--- src/rtl/button_pkg.sv ---
// -----------------------------------------------------------------------------
// button_pkg
// Shared types and constants for the push-button conditioning logic.
//   btn_state_t  : debounce FSM state encoding
//   PRESS_CNT_W  : width of the accepted-press counter
// -----------------------------------------------------------------------------
package button_pkg;

    typedef enum logic [2:0] {
        IDLE   = 3'd0,
        ARM    = 3'd1,
        FIRE   = 3'd2,
        HELD   = 3'd3,
        DISARM = 3'd4
    } btn_state_t;

    localparam int PRESS_CNT_W = 8;

endpackage

--- src/rtl/sync_ff.sv ---
// -----------------------------------------------------------------------------
// sync_ff
// N-flop synchroniser for an asynchronous input. Reusable for any board input.
// Ports:
//   clk_i   in  1  destination clock
//   rst_ni  in  1  asynchronous active-low reset; all flops load RESET_VAL
//   d_i     in  1  asynchronous input
//   q_o     out 1  synchronised output (STAGES cycles of latency)
// -----------------------------------------------------------------------------
module sync_ff #(
    parameter int   STAGES    = 2,
    parameter logic RESET_VAL = 1'b0
) (
    input  logic clk_i,
    input  logic rst_ni,
    input  logic d_i,
    output logic q_o
);

    if (STAGES < 2) begin : g_bad_stages
        $error("sync_ff: STAGES must be >= 2");
    end

    logic [STAGES-1:0] sync_q;

    always_ff @(posedge clk_i or negedge rst_ni) begin
        if (!rst_ni) begin
            sync_q <= {STAGES{RESET_VAL}};
        end else begin
            sync_q <= {sync_q[STAGES-2:0], d_i};
        end
    end

    assign q_o = sync_q[STAGES-1];

endmodule

--- src/rtl/go_button_conditioner.sv ---
// -----------------------------------------------------------------------------
// go_button_conditioner
// Turns a raw, bouncing, asynchronous push-button into a single-cycle 'go'
// strobe for the colour write-enable FSM, plus a debounced level and a press
// counter for LEDs/debug.
// Ports:
//   clk          in   1  system clock, rising edge
//   reset_n      in   1  asynchronous active-low reset
//   btn_raw      in   1  raw pin, asynchronous and bouncing
//   go           out  1  one-cycle pulse per accepted press
//   btn_level    out  1  debounced level, 1 = pressed
//   press_count  out  8  accepted presses, modulo 256
//   dbg_state    out  3  current debounce FSM state (btn_state_t encoding)
// Handshake: none. go is a plain strobe; the consumer must act on every cycle
// in which it is high, and it is never high on two consecutive cycles.
// -----------------------------------------------------------------------------
module go_button_conditioner
    import button_pkg::*;
#(
    parameter int DEBOUNCE_CYCLES = 1_000_000,
    parameter int SYNC_STAGES     = 2,
    parameter int BTN_ACTIVE_LOW  = 1
) (
    input  logic                   clk,
    input  logic                   reset_n,
    input  logic                   btn_raw,
    output logic                   go,
    output logic                   btn_level,
    output logic [PRESS_CNT_W-1:0] press_count,
    output logic [2:0]             dbg_state
);

    if (DEBOUNCE_CYCLES < 2) begin : g_bad_debounce
        $error("go_button_conditioner: DEBOUNCE_CYCLES must be >= 2");
    end
    if (SYNC_STAGES < 2) begin : g_bad_sync
        $error("go_button_conditioner: SYNC_STAGES must be >= 2");
    end

    localparam int         CNT_W    = $clog2(DEBOUNCE_CYCLES);
    localparam logic [CNT_W-1:0] CNT_LAST = CNT_W'(DEBOUNCE_CYCLES - 1);
    // Pin level that means "not pressed"; the synchroniser resets to it so a
    // reset never looks like a press edge.
    localparam logic       PIN_IDLE = (BTN_ACTIVE_LOW != 0);

    logic sync_out;
    logic btn_s;

    btn_state_t             state_q, state_d;
    logic [CNT_W-1:0]       cnt_q, cnt_d;
    logic [PRESS_CNT_W-1:0] press_count_q, press_count_d;

    sync_ff #(
        .STAGES    (SYNC_STAGES),
        .RESET_VAL (PIN_IDLE)
    ) u_sync (
        .clk_i  (clk),
        .rst_ni (reset_n),
        .d_i    (btn_raw),
        .q_o    (sync_out)
    );

    // Normalise polarity: btn_s = 1 means pressed.
    assign btn_s = sync_out ^ PIN_IDLE;

    always_comb begin
        state_d       = state_q;
        cnt_d         = cnt_q;
        press_count_d = press_count_q;
        case (state_q)
            IDLE: begin
                cnt_d = '0;
                if (btn_s) begin
                    state_d = ARM;
                end
            end
            ARM: begin
                if (!btn_s) begin
                    // Press bounce: start over, no pulse.
                    state_d = IDLE;
                    cnt_d   = '0;
                end else if (cnt_q == CNT_LAST) begin
                    state_d = FIRE;
                    cnt_d   = '0;
                end else begin
                    cnt_d = cnt_q + 1'b1;
                end
            end
            FIRE: begin
                // Pin is deliberately not looked at here; HELD picks it up.
                press_count_d = press_count_q + 1'b1;
                cnt_d         = '0;
                state_d       = HELD;
            end
            HELD: begin
                cnt_d = '0;
                if (!btn_s) begin
                    state_d = DISARM;
                end
            end
            DISARM: begin
                if (btn_s) begin
                    // Release bounce: still held, no new pulse possible.
                    state_d = HELD;
                    cnt_d   = '0;
                end else if (cnt_q == CNT_LAST) begin
                    state_d = IDLE;
                    cnt_d   = '0;
                end else begin
                    cnt_d = cnt_q + 1'b1;
                end
            end
            default: begin
                state_d = IDLE;
                cnt_d   = '0;
            end
        endcase
    end

    always_ff @(posedge clk or negedge reset_n) begin
        if (!reset_n) begin
            state_q       <= IDLE;
            cnt_q         <= '0;
            press_count_q <= '0;
        end else begin
            state_q       <= state_d;
            cnt_q         <= cnt_d;
            press_count_q <= press_count_d;
        end
    end

    // Outputs decode the state register only, so nothing from btn_raw can
    // reach them combinationally.
    assign go          = (state_q == FIRE);
    assign btn_level   = (state_q == FIRE) || (state_q == HELD) || (state_q == DISARM);
    assign press_count = press_count_q;
    assign dbg_state   = state_q;

endmodule

--- config.mk ---
export PLATFORM = sky130hd
export DESIGN_NAME = go_button_conditioner
export DESIGN_NICKNAME = d
export VERILOG_FILES = /design/src/rtl/button_pkg.sv /design/src/rtl/sync_ff.sv /design/src/rtl/go_button_conditioner.sv
export SDC_FILE = /design/constraint.sdc
export NUM_CORES = 1
export LEC_CHECK = 0
export ABC_AREA = 1
export CORE_MARGIN = 5
export CORE_UTILIZATION = 43
export CTS_CLUSTER_DIAMETER = 30
export DETAILED_ROUTE_END_ITERATION = 8
export PLACE_DENSITY = 0.63
export SYNTH_ARGS = -nofsm -noshare
export SYNTH_HDL_FRONTEND = slang
export SYNTH_SLANG_ARGS = --single-unit
--- constraint.sdc ---
create_clock -name clk -period 2.8 [get_ports clk]
set_clock_uncertainty 0.2 [all_clocks]
set_input_delay 0.56 -clock clk [delete_from_list [all_inputs] [get_ports clk]]
set_output_delay 0.56 -clock clk [all_outputs]
set_load 0.03 [all_outputs]
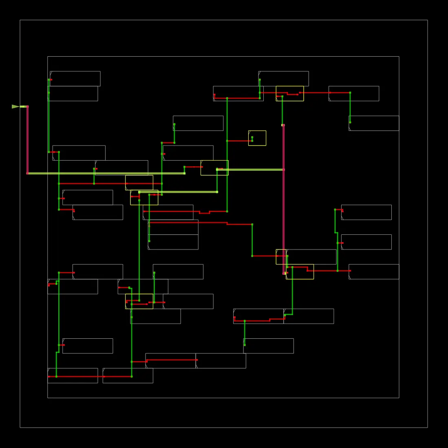
Fig. 1. The clock network.
seq_cells: 33
Insertion Delay late pin: 0.29 ns
CTS buffer count: 5
# clock sinks: 33

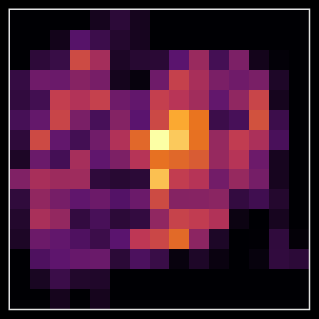
Fig. 2. Wiring heat map.
Scale: 4 px per um. 15 x 15 tiles, from black (low) to pale yellow (high), scaled to the fullest tile. Values are wire area over tile area, all layers added.
fullest tile: 0.44
nearly empty tiles: 28%
tiles over half the peak: 12%
emptiest ninth of the die: lower right
densest ninth of the die: center

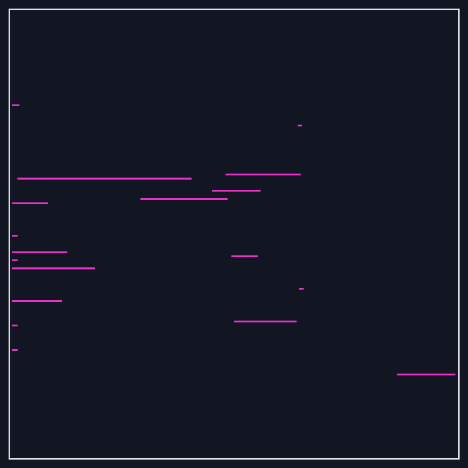
Fig. 3. Metal 3.
Scale: 6 px per um.
longest straight run: 28.7 um
wire length on this layer: 127 um
share of all routed wire: 3.7%

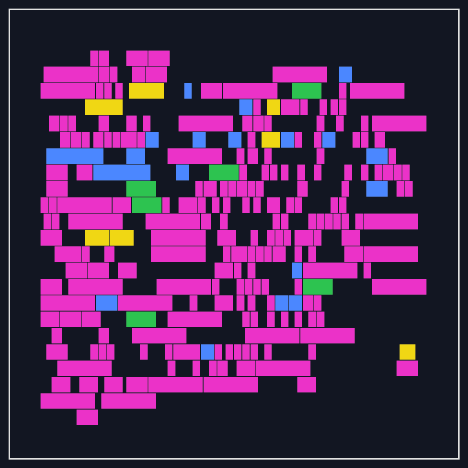
Fig. 4. Sizing map.
Scale: 6 px per um.
legend:
  blue:
    size: drive 2
    cells: 19
    share: 7.7%
  magenta:
    size: drive 1 or less
    cells: 214
    share: 87%
  yellow:
    size: drive 3 to 4
    cells: 7
    share: 2.8%
  green:
    size: drive 6 and up
    cells: 6
    share: 2.4%

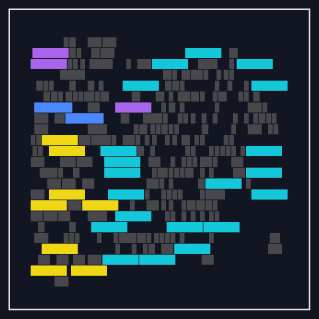
Fig. 5. Sequential cells grouped by signal name.
Scale: 4 px per um. Other cells in gray.
legend:
  blue:
    name_in_the_netlist: u_sync.sync_q
    placed_flops: 2
  purple:
    name_in_the_netlist: dbg_state
    placed_flops: 3
  yellow:
    name_in_the_netlist: press_count
    placed_flops: 8
  cyan:
    name_in_the_netlist: cnt_q
    placed_flops: 20

==> impl_metrics.csv <==
group,metric,value,unit
layout,lay_top_cells,"nand2_1, nor2_1, dfrtp_1",
synth,yosysWarnings,0,
layout,logic_gate_count,163,
final_timing,period_minus_slack,2.580,ns
setup_path,crit_chain,"nor3_4 > inv_1 > nand2_1 > clkdlybuf4s50_1",
pwr,max-vdd-ir-drop,0.0004995,V
setup_path,crit_arrival,1.82,ns
synth,yosys_area,1799,um^2
pwr,p_seq,0.604,mW
layout,nNonClkBuffers,16,
pwr,power.density,691.5,nW/um^2
setup_path,slowest_stage,"clkdlybuf4s50_1",
layout,finalNonFillerCells,296,
layout,buf_share,7.509,%
routing,route.vias.total,1427,
min_path,holdPathStages,0,
pwr,clockPowerShare,26.2,%
setup_path,setup.worst_path.class,"reg -> out",
synth,flop_cell,"dfrtp_1",
min_path,worstHoldStart,"u_sync.sync_q[0]$_DFF_PN1_",
routing,wl_met2,1551,um
setup_path,slowest_delay,0.66,ns
floorplan,rows,23,
layout,fin_util,52.11,%
global_routing,grt_pass1_vias,1426,
pwr,maxPowerGroup,"sequential cells",
routing,ant_nets,0,
layout,largest_class,"logic gates",
synth,top_cell,"nand2_1",
synth,ys_types,28,
synth,common_cells,"nand2_1, nor2_1, dfrtp_1",
place,pre_cts_slack,0.5149,ns
setup_path,end_kind,"primary output",
layout,finalInstanceArea,2100,um^2
pwr,pwr-share-seq,41.6,%
pwr,comb-power,0.467,mW
global_routing,busiest_layer,"met2",
run_status,status,"finished clean",
pwr,p_int,0.9076,mW
floorplan,tapCellCount,50,
global_routing,grt_max_degree,34,
setup_path,critPathTopFamily,"buffers and inverters",
layout,num-nets-final,250,
setup_path,crit_end,"btn_level",
setup_path,cp-startpoint,"dbg_state[1]$_DFFE_PN0P_",
synth,synth-simple-area-share,35.81,%
setup_path,rrSetupSlack,0.95,ns
final_timing,timing.hold.ws,0.1567,ns
layout,inv_count,26,
pwr,p_switching,0.5442,mW
pwr,p_leak,0.8660,nW
routing,viasPerCell,4.821,
pwr,power,1.452,mW
final_timing,final.setup.worst_slack,0.2203,ns
synth,synth_cells,224,
place,place_congestion,0.8194,
layout,comb-cell-share,40.70,%
cts,cts_setup_buffers,0,
layout,drive_above_1_share,13.01,%
floorplan,io_pins,16,
cts,holdBufCountCts,0,
job,cap_violations,0,
setup_path,crit_buf_inv,2,
floorplan,fp.dieH,74.69,um
job,tool_warnings,26,
final_timing,max_freq,387.6,MHz
global_routing,grt_pass1_wl,6272,um
setup_path,start_kind,"flop",
cts,cts_tree,"done",
synth,yosysCellCount,224,
synth,fp_nets,229,
routing,avgRoutedWirePerCell,11.54,um
final_timing,setup_tns,0,ns
routing,drt-met1-wl,1697,um
final_timing,slew_violations,0,
synth,top_area_cell,"dfrtp_1",
layout,clock_area_share,4.589,%
global_routing,antenna_found_initial,0,
Power figures rest on the tool's default switching activity, not on a simulated workload.
